Figure 1. Signal wires on met3 (run 1).
Scale: 2 px per um.
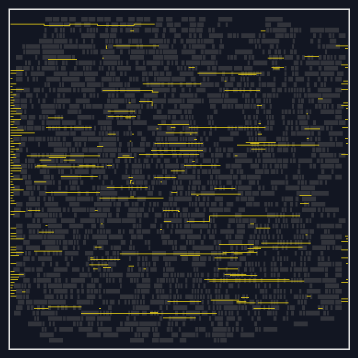
Figure 2. Cell sizes after repair (run 1).
Scale: 1.5 px per um.
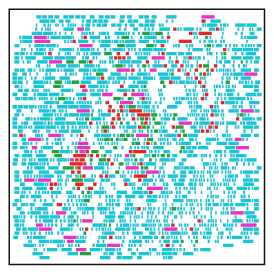
Figure 3. Cells coloured by class (run 1).
Scale: 3 px per um.
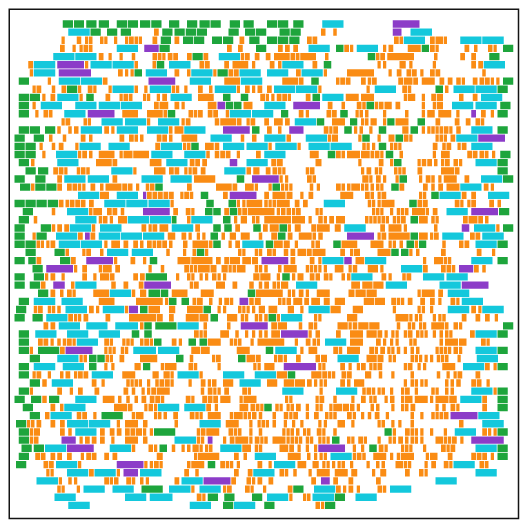
Figure 4. Wire density map (run 1).
Scale: 2 px per um. The die is cut into 34 by 34 equal tiles; dark purple is low, yellow is high, scaled to the fullest tile. Values are wire area over tile area, all layers added.
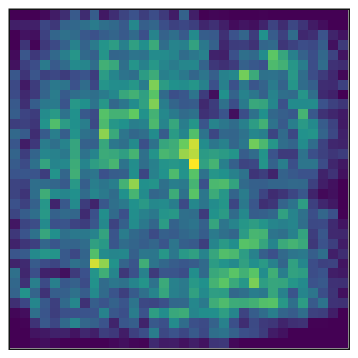
==> config.mk <==
export PLATFORM = sky130hd
export DESIGN_NAME = output_mixer
export DESIGN_NICKNAME = d
export VERILOG_FILES = /design/src/rtl/output_mixer.sv
export SDC_FILE = /design/constraint.sdc
export NUM_CORES = 1
export LEC_CHECK = 0
export ABC_AREA = 1
export CAP_MARGIN = 10
export CORE_MARGIN = 1
export CORE_UTILIZATION = 45
export DETAILED_ROUTE_END_ITERATION = 12
export MAX_ROUTING_LAYER = met4
export PLACE_DENSITY_LB_ADDON = 0.12
export SLEW_MARGIN = 20
export SYNTH_ARGS = -nofsm -noshare
export SYNTH_HDL_FRONTEND = slang
export SYNTH_SLANG_ARGS = --single-unit
==> constraint.sdc <==
create_clock -name clk -period 2.9 [get_ports clk]
set_input_delay 0.58 -clock clk [delete_from_list [all_inputs] [get_ports clk]]
set_output_delay 0.58 -clock clk [all_outputs]
set_load 0.005 [all_outputs]
==> impl_metrics.toml, run 1 <==
# synthesis and place-and-route metrics
[layout]
antenna_cells = 0
layout.area.seq_mm2 = 0.00435
n_fill_cell = 2689

[grt]
overflow = 0
grt_pass1_vias = 11900

[pwr]
p_leak_nw = 6.96
powerDensity_mw_per_mm2 = 772
powerComb_w = 0.00546
p_switching_w = 0.00488
peakVddDrop_mv = 0.415
p_sw_share_pct = 39.1

[cts]
hold_buffers = 0
ctsHtreeMaxLevel = 1
cts_tree = "built"
cts_root_buf = "clkbuf_16"
cts_sinks = 217
clk_pin_slew_ns = 0.07

[sta]
fmax_mhz = 355
relSlewSlack_pct = 53.2
rsz0062_at_grt = "yes"
whs_ns = 0.409
clock_skew_ns = 0.0164
hold_viol_final = 0

[placed_design]
pre_cts_ws_ns = -0.155
dp_hpwl_mm = 28.4

[yosys]
avgSynthCellArea_um2 = 6.71
syn_inst = 1876
edf_count = 0
synth_adder_area_share_pct = 6.94
ys_ff = 217
mux_share_pct = 1.99
topCellsByArea = "dfxtp_1 (35%), nand2_1 (16%), a21oi_1 (9.8%)"

[setup_path]
cp-start-kind = "register"
r2r_slack_ns = 0.09
worst_r2r_path_depth = 13
slowest_stage = "ha_1"
cp_cell_sequence = "buf_4, mux2i_1, mux2i_1, ha_1, nand2_1, nor2_1, nand3_1, nand3_1, nand2_1, nand2_1, nand2_1, nand3_1, a21oi_1"
worst_ep_arrival_time_ns = 3.20
cp_common_cell = "nand2_1"
critPathKind = "register to register"

[drt]
drtPass1Iterations = 7
drt_iter0_drc = 888

[floorplanning]
num_rows = 60
die_x_um = 169
ioPinCount = 146

[run_status]
outcome = "finished clean"

[flow_run]
tool_warnings = 36
Back to the opening pictures, Figure 1:
longest straight run: 67.6 um
share of all routed wire: 4.7%
main direction: horizontal
wire length on this layer: 1770 um
nets with wire on the layer: 181
via count: 12700
final wirelength: 37.4 mm
met3 Use GR: 3.54%

Back to the opening pictures, Figure 2:
| size | colour | cells |
|---|---|---|
| drive 3 to 4 | red | 115 |
| drive 1 or less | cyan | 1828 |
| drive 2 | green | 99 |
| drive 6 and up | magenta | 45 |
fin area: 0.0162 mm^2
Syn-to-layout area delta: 28.6%

Back to the opening pictures, Figure 3:
| class | colour | cells |
|---|---|---|
| other buffers and delay cells | green | 246 |
| all other logic | orange | 1578 |
| flip-flops | cyan | 217 |
| clock drivers and dummy loads | purple | 46 |
fin util: 59.5%
Seq area share: 26.9%

Back to the opening pictures, Figure 4:
densest ninth of the die: middle
tiles over half the peak: 19%
fullest tile: 0.62
nearly empty tiles: 5.6%
mean over tiles: 0.21
Total GRT Usage: 26.9%
routed length per placed instance: 15.2 um

==> run 1: layer usage <==
metal	global-route usage (%)	part of all wire [%]	vias up
li1	-	-	6565
met1	36.2	48	5784
met2	42.3	45	324
met3	3.54	4.7	59
met4	7.21	2.1	0
met5	-	0	-
==> run 1: worst max-delay path: cells and delay by family, from the launching register on <==
family / cells / cell delay, ns
multiplexers: 2 / 0.45
AND/OR/NAND/NOR: 8 / 1.08
adder cells (fa/ha/maj): 1 / 0.37
AND-OR/OR-AND: 1 / 0.06
flip-flops: 1 / 0.36
buffers and inverters: 1 / 0.33
==> run 1: layout make-up <==
type / count / share of cell area (%)
flip-flops and latches: 217 / 26.9
clock inverters: 15 / 1.12
clock buffers: 31 / 4.31
multi-input cells: 1363 / 45.6
well taps: 372 / 2.88
repair buffers: 246 / 14.1
inverters: 215 / 5.07
Figure 5. Clock routing (run 1).
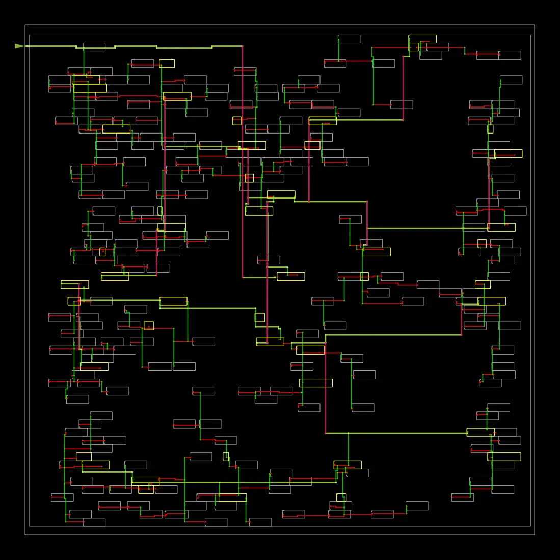

==> run 1 -> run 2 <==
- clock period: 2.9 -> 3.4 ns (I/O delays scaled with it)
Figure 6. Clock routing (run 2).
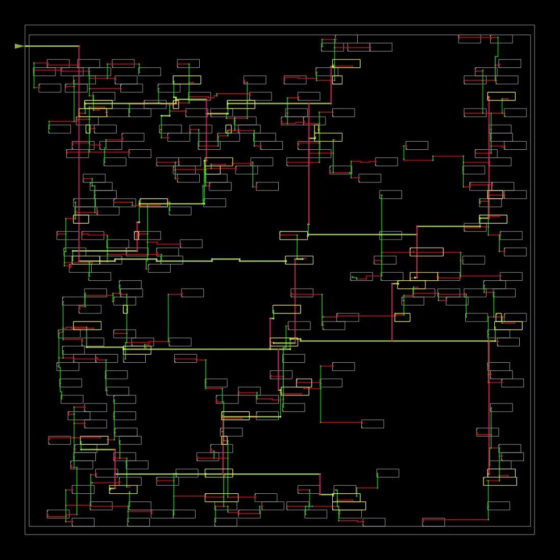
total CTS buffers: 26
clock skew: 0.0137 ns

==> run 2 against run 1 <==
Compared with the run above:
- register-to-register slack better by 0.18 ns
- worst setup slack improved by 0.18 ns
- area after synthesis stayed put
- highest routed layer unchanged
- worst hold slack improved by 0.038 ns
- largest power group unchanged
==> impl_metrics.toml, run 2 <==
# synthesis and place-and-route metrics
[run_status]
outcome = "finished clean"

[layout]
multiInputCombCellCount = 1362
syn2layout_area_growth_pct = 21.3
sh_seq_area_pct = 28.5
seq_cells = 217
layout.area.seq_mm2 = 0.00434
buffer_area_share_pct = 11.2

[floorplanning]
ioPinCount = 146

[pwr]
p_switching_w = 0.00390
p_leak_nw = 6.57
p_sw_share_pct = 39.0

[setup_path]
cp.buffers_inverters = 4
worst_ep_arrival_time_ns = 3.60
critPathTopFamily = "AND-OR/OR-AND gates"
crit_cells = 17
cp-start-kind = "register"

[cts]
hold_buffers = 0
cts_tree = "built"
cts_root_buf = "clkbuf_16"

[grt]
overflow = 0
gr-usage-met3_pct = 3.31
grt_pass1_vias = 11600

[sta]
whs_ns = 0.448
rsz0062_at_grt = "no"
relSlewSlack_pct = 26.7

[drt]
met3_length_mm = 1.94
route.met2.wl_mm = 17.1
routed.top_layer = "met4"
wl_per_cell_um = 16.1
drt_iter0_drc = 763
wl_met1_mm = 18.4

[yosys]
syn_inst = 1876
mux_share_pct = 1.99
avgSynthCellArea_um2 = 6.71
ys_ff = 217
topCellsByArea = "dfxtp_1 (35%), nand2_1 (16%), a21oi_1 (9.8%)"

[placed_design]
dp_hpwl_mm = 29.1
[run 2: netlist changes by cell type in the layout (fill, tap and decap cells not counted), moves of 11 or more]
cell / previous run / this run
ha_1: 52 / 65
o21ai_1: 24 / 1
nand2_1: 537 / 548
buf_4: 94 / 31
o21ai_0: 138 / 162
[run 2: logic make-up (layout without fill, tap and decap cells)]
logic type	after synthesis	count (layout)
and+or+nand+nor	793	793
AOI/OAI and AO/OA	457	457
buffers and inverters	297	437
DFF	217	217
adders and majority gates	68	68
muxes	25	25
xor gates and xnor gates	19	19
[run 2: per-stage QoR]
stage	setup slack (ns)	cell area, um^2	total power, W
global placement	0.341	14400	0.00702
CTS	0.237	15300	0.0100
detailed placement	0.253	14400	0.00707
global route	0.0267	15300	0.0106
floorplan	0.325	12600	0.00589
finish	0.267	15300	0.00999
Power figures rest on the tool's default switching activity, not on a simulated workload.
